### Floorplan with the power grid, run 1

(4 px per µm) Pins as bars on the die edge.
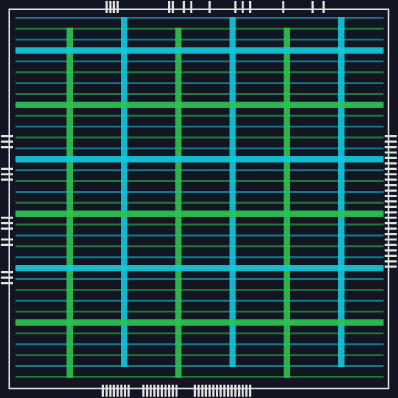
### Cells coloured by class, run 1

(3 px per µm) Fill, decap, tap and diode cells in grey.
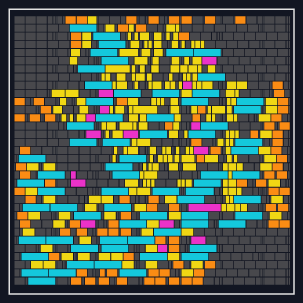
### Clock distribution, run 1

(6 px per µm)
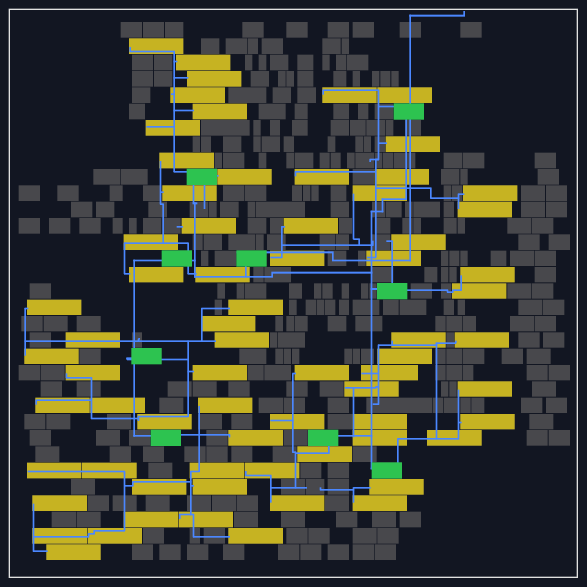
### Metal layers overlaid, run 1

(4 px per µm) Only two layers are drawn.
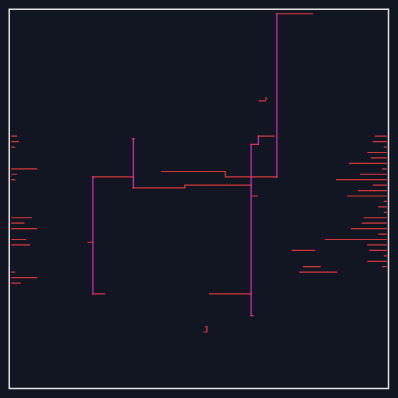
`config.mk`:
```
export PLATFORM = sky130hd
export DESIGN_NAME = im_boot_loader
export DESIGN_NICKNAME = d
export VERILOG_FILES = /design/src/rtl/im_boot_loader.sv
export SDC_FILE = /design/constraint.sdc
export NUM_CORES = 1
export LEC_CHECK = 0
export CAP_MARGIN = 5
export CORE_UTILIZATION = 40
export DETAILED_ROUTE_END_ITERATION = 12
export MAX_ROUTING_LAYER = met4
export PLACE_DENSITY = 0.76
export SYNTH_ARGS = -nofsm -noshare
export SYNTH_HDL_FRONTEND = slang
export SYNTH_SLANG_ARGS = --single-unit
```
`constraint.sdc`:
```
create_clock -name clk -period 2.9 [get_ports clk]
set_input_delay 0.435 -clock clk [delete_from_list [all_inputs] [get_ports clk]]
set_output_delay 0.435 -clock clk [all_outputs]
set_load 0.05 [all_outputs]
```
`src/rtl/im_boot_loader.sv`:
```
// im_boot_loader: fills the instruction memory from a big-endian byte stream,
// stalls the pipeline while loading, then hands the IM address bus to fetch.
// Optional macro IM_BOOT_CHECKSUM_EN adds load_sum, the mod-2^32 sum of the
// words written by the current load.
module im_boot_loader #(
    parameter int DEPTH = 128,
    parameter int AW    = 10
) (
    input  logic          clk,
    input  logic          rstn,
    input  logic          start,
    input  logic [AW-1:0] load_len,
    input  logic          byte_valid,
    input  logic [7:0]    byte_data,
    output logic          byte_ready,
    input  logic [AW-1:0] pc_addr,
    output logic [AW-1:0] im_addr,
    output logic          im_we,
    output logic [31:0]   im_wdata,
    output logic          cpu_stall,
    output logic          load_done,
    output logic [AW-1:0] word_cnt
`ifdef IM_BOOT_CHECKSUM_EN
    ,
    output logic [31:0]   load_sum
`endif
);

    typedef enum logic [1:0] {IDLE, LOAD, WRITE, DONE} state_t;

    // Length and count carry one extra bit so a full 1024-word load is representable.
    localparam logic [AW:0] DEPTH_W = (AW+1)'(DEPTH);

    state_t        state, state_nxt;
    logic [1:0]    byte_idx;
    logic [AW-1:0] ptr;
    logic [AW:0]   len_reg;
    logic [AW:0]   cnt;
    logic [AW:0]   cnt_inc;
    logic [AW:0]   len_in;
    logic          accept;
    logic          take_start;

    assign cnt_inc    = cnt + (AW+1)'(1);
    assign accept     = byte_valid & byte_ready;
    assign take_start = start & ((state == IDLE) | (state == DONE));
    assign word_cnt   = cnt[AW-1:0];

    // Requested length: zero means a full memory, oversize requests are clamped.
    always_comb begin
        len_in = {1'b0, load_len};
        if ((load_len == '0) || ({1'b0, load_len} > DEPTH_W)) begin
            len_in = DEPTH_W;
        end
    end

    // Next-state decode plus the combinational handshake, strobe and address mux.
    always_comb begin
        state_nxt  = state;
        byte_ready = 1'b0;
        im_we      = 1'b0;
        im_addr    = ptr;
        case (state)
            IDLE: begin
                if (start) state_nxt = LOAD;
            end
            LOAD: begin
                byte_ready = 1'b1;
                if (byte_valid && (byte_idx == 2'd3)) state_nxt = WRITE;
            end
            WRITE: begin
                im_we     = 1'b1;
                state_nxt = (cnt_inc == len_reg) ? DONE : LOAD;
            end
            DONE: begin
                im_addr = pc_addr;
                if (start) state_nxt = LOAD;
            end
            default: state_nxt = IDLE;
        endcase
    end

    // State, word assembly, pointer/count bookkeeping and registered stall/done flags.
    always_ff @(posedge clk or negedge rstn) begin
        if (!rstn) begin
            state     <= IDLE;
            byte_idx  <= 2'd0;
            ptr       <= '0;
            len_reg   <= '0;
            cnt       <= '0;
            im_wdata  <= 32'h0;
            cpu_stall <= 1'b1;
            load_done <= 1'b0;
        end else begin
            state     <= state_nxt;
            cpu_stall <= (state_nxt != DONE);
            load_done <= (state_nxt == DONE);
            if (take_start) begin
                len_reg  <= len_in;
                ptr      <= '0;
                cnt      <= '0;
                byte_idx <= 2'd0;
            end
            if ((state == LOAD) && accept) begin
                case (byte_idx)
                    2'd0:    im_wdata[31:24] <= byte_data;
                    2'd1:    im_wdata[23:16] <= byte_data;
                    2'd2:    im_wdata[15:8]  <= byte_data;
                    default: im_wdata[7:0]   <= byte_data;
                endcase
                byte_idx <= byte_idx + 2'd1;
            end
            if (state == WRITE) begin
                cnt      <= cnt_inc;
                ptr      <= ptr + AW'(1);
                byte_idx <= 2'd0;
            end
        end
    end

`ifdef IM_BOOT_CHECKSUM_EN
    // Running sum of every word committed to IM since the last accepted start.
    always_ff @(posedge clk or negedge rstn) begin
        if (!rstn) begin
            load_sum <= 32'h0;
        end else if (take_start) begin
            load_sum <= 32'h0;
        end else if (state == WRITE) begin
            load_sum <= load_sum + im_wdata;
        end
    end
`endif

endmodule

```
==> design notes, run 1 <==
The switching power share of the total is 43.9%, and the count of vias placed by the detailed router is 2,539. The critical path in the final layout is reported with a setup slack of 0.208 ns. From left edge to right edge, the die measures 94.4 µm. The first global-routing pass estimated 11,900 µm of wire.

In this run the deepest clock path goes through 2 buffers. The logs give 422 for the number of nets at the end of the flow and 50.5% for the sequential area share after synthesis. The power in combinational cells is 2.13 mW, and the number of cells produced by synthesis is 300. Of all the cell area in the finished design, the clock network holds 4.48%. Headroom to the max-slew limit came out at 37.0%. The post-route clock period utilization was 92.8%.

The design has 69 sequential cells. The aggregate global routing overflow came out at 0. Via count of the first global-routing pass: 2,437.

STA shows the worst reg2reg path with a cell count of 7. The flow ran to the end, and the final reports show no timing, DRC or antenna violations. Number of remaining DRC errors: 0. The top layer reached by signal wires is met4. In this run the critical register-to-register path is captured at cpu_stall. Per the synth stats, the flop cell with the highest instance count is dfrtp_1. STA classifies the critical path startpoint as a register. The run gives 1.97 nW for the static leakage. Post-CTS repair ended up resizing 0 cells. In the post-synthesis netlist, the biggest area contributors are dfrtp_1 (50%), mux2_2 (14%), nand2_1 (4.6%).

In this run the biggest area consumer among cell types represents 49.8% of the synthesized area. Input and output buffers added on the ports amount to 87. Routed length on met2: 3660 µm.
-- 'Floorplan with the power grid' (at the start) --
Key: cyan = VDD; green = VSS
The core has 33 rows. 6 straps on met4.

-- 'Cells coloured by class' (at the start) --
Key: yellow = combinational and other logic [cells 210]; magenta = clock drivers and dummy loads [cells 16]; cyan = flops [cells 69]; orange = other buffers and delay cells [cells 91]
Std-Cell Rows: 33
Core Box Area: 0.00826 mm²
final non-filler cell area: 0.00453 mm²
register share of the cell area: 38.2%

-- 'Clock distribution' (at the start) --
Key: blue = clock wires [length 843 µm]; green = clock drivers [count 9]; yellow = flip-flops [count 69]
Position of the flops: widely spread.
Max Clock Skew: 0.0135 ns
clock power share: 18.4%
insertion delay of the later-clocked pin in the worst-skew pair: 0.35 ns
clk pwr: 0.801 mW

-- 'Metal layers overlaid' (at the start) --
Key: magenta = metal 4 [wire length 127 µm]; red = metal 3 [wire length 285 µm]

[run 1: cells in the final DEF, fill, tap and decap left out, types with 2 or more instances in the layout]
cell	Yosys	layout
a21oi_1	2	2
nor3_1	3	3
clkdlybuf4s50_1	0	85
xnor3_1	2	2
or4_1	2	2
mux2i_1	6	6
nand3_1	8	8
xor2_1	11	11
inv_6	0	4
dfrtp_1	68	68
and3_1	2	2
o21ai_0	18	18
o211ai_1	3	3
inv_1	8	8
and2_1	3	3
buf_4	10	5
xnor2_1	7	7
nor4_1	2	2
nand2_1	42	42
a31oi_1	2	2
mux2_2	42	42
nor2_1	9	9
ha_1	9	9
clkbuf_8	0	9
nor3b_1	3	3
nand4_1	3	3
a22o_1	7	7
o31ai_1	2	2
nor4_2	2	2
### Placed standard cells, run 1

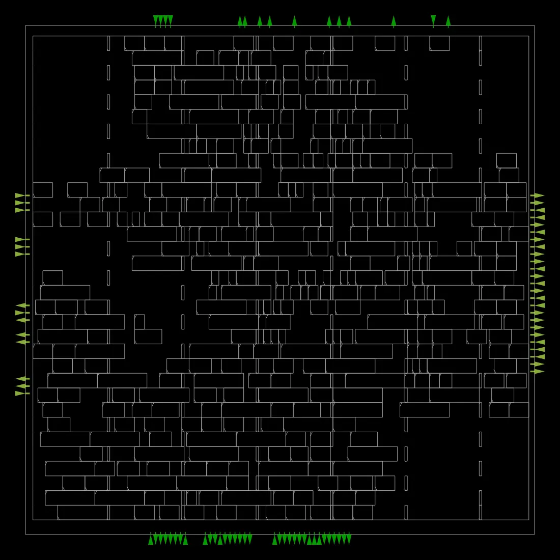

==> run 2, diff against run 1 <==
--- a/config.mk
+++ b/config.mk
@@ -6,6 +6,7 @@
 export NUM_CORES = 1
 export LEC_CHECK = 0
 export CAP_MARGIN = 5
+export CORE_ASPECT_RATIO = 1.1
 export CORE_UTILIZATION = 40
 export DETAILED_ROUTE_END_ITERATION = 12
 export MAX_ROUTING_LAYER = met4
### Placed standard cells, run 2

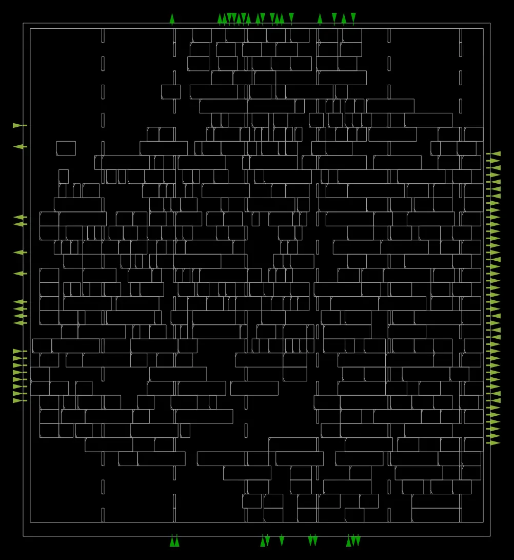
num tapcells: 111
number of sequential cells in the layout: 69
Std-Cell Rows: 35
register share of the cell area: 37.7%

### Clock distribution, run 2

(6 px per µm)
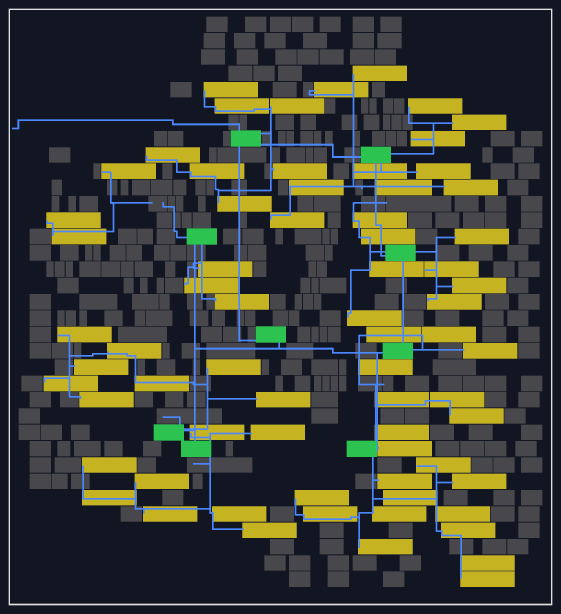
Key: blue = clock wires [length 819 µm]; yellow = flip-flops [count 69]; green = clock drivers [count 9]
There are 10 routed clock nets. Position of the flops: widely spread.
Max Clock Skew: 0.00914 ns
clk pwr: 0.928 mW
clock power share: 20.7%

==> design notes, run 2 <==
The last weighted congestion value of the routability-driven placer is 0.794 (was 0.826). TritonCTS built the clock tree. The largest area contributor in the netlist was dfrtp_1 (unchanged).

The max-slew headroom at the worst pin is 48.1% (was 37.0%). The power in combinational cells is 2.13 mW (about the same). The number of cells produced by synthesis was 300 (unchanged). Most instantiated flip-flop cell in the synthesis netlist: dfrtp_1 (unchanged).

Leading cell types in the layout, fill and taps excluded: clkdlybuf4s50_1 (85), dfrtp_1 (68), nand2_1 (42), mux2_2 (42), o21ai_0 (18) (unchanged). The number of nets at the end of the flow was 422 (unchanged). Most used logic cell in the final layout: clkdlybuf4s50_1 (unchanged). Top cells by area: dfrtp_1 (50%), mux2_2 (14%), nand2_1 (4.6%) (unchanged). The setup slack of the critical path after layout is 0.178 ns (was 0.208 ns).

End of the worst register-to-register path: cpu_stall (unchanged). The run gives 3 (unchanged) for the critical path depth. The dominant kind of combinational cell was multiplexers (unchanged). The flow ran to the end, and the final reports show no timing, DRC or antenna violations. The clock insertion delay at the later pin of the skew report was 0.34 ns (was 0.35 ns); the total count of hold-check failures in the final report was 0 (unchanged). The tools report the launch instance of the worst register-to-register path as cnt[0] (unchanged). The post-route clock period utilization is 93.9% (was 92.8%), and the switching power share of the total is 41.7% (was 43.9%). With the internal power at 2.61 mW (was 2.44 mW), the maximum buffer depth of the clock tree is 2 (unchanged). The tools report the final cell count without fillers as 497 (was 491). The count of vias placed by the detailed router came out at 2,528 (was 2,539). The number of cell instances on the worst register-to-register path is 7 (unchanged), and the number of remaining DRC errors is 0 (unchanged). The horizontal extent of the die is 90.1 µm (was 94.4 µm). The basic-gate share of the synthesized area counting and, or, nand and nor cells works out to 12.9% (unchanged). For the aggregate global routing overflow, the log shows 0 (unchanged). The logs give 0 (unchanged) for the number of buffers inserted by hold repair at cts and 2,458 (was 2,437) for the via count of the first global-routing pass. The logs give 3260 µm (was 3660 µm) for the routed length on met2 and 42 (unchanged) for the count of cell types in the netlist. The run gives 0.779 ns (was 0.945 ns) for the actual transition at the worst max-transition pin.

The number of flops mapped to enable cells by yosys is 0 (unchanged). Placeable core region: 0.00832 mm² (was 0.00826 mm²). The run gives 12,000 µm (was 11,900 µm) for the global-route wire length before repair. The count of port buffers added during placement was 87 (unchanged). The run gives 50.5% (unchanged) as the sequential area share after synthesis. The top layer reached by signal wires was met4 (unchanged).

Number of gates resized after cts: 0 (unchanged). The startpoint type of the worst setup path is a register (unchanged). The yosys stat chip area was 0.00342 mm² (unchanged); the post-route worst hold slack was 0.161 ns (was 0.221 ns).

The kind of critical path was reg -> out (unchanged). The proportion of netlist area held by the largest area contributor was 49.8% (unchanged).
## run 2: netlist changes by cell type in the layout (fill, tap and decap cells not counted)
cell	before	now
bufinv_16	1	3
clkinvlp_4	0	1
buf_4	5	4
buf_12	0	1
clkbuf_1	0	1
inv_6	4	0
## run 2: final cells by class
class,instances,area [µm²],area share [%]
clock buffer,10,128,2.78
clock inverter,6,111,2.43
inverter,8,30.0,0.655
multi-input combinational,202,1540,33.6
sequential,69,1730,37.7
tap,111,139,3.03
timing repair buffer,91,906,19.8
## run 2: metrics by stage
step | total power, mW | instance area, µm²
2_1_floorplan | 2.87 | 3420
3_3_place_gp | 3.54 | 4340
3_5_place_dp | 3.59 | 4340
4_1_cts | 4.52 | 4580
5_1_grt | 4.71 | 4580
6_report | 4.48 | 4580
No activity file was given, so power comes from the tool's default toggle rates.
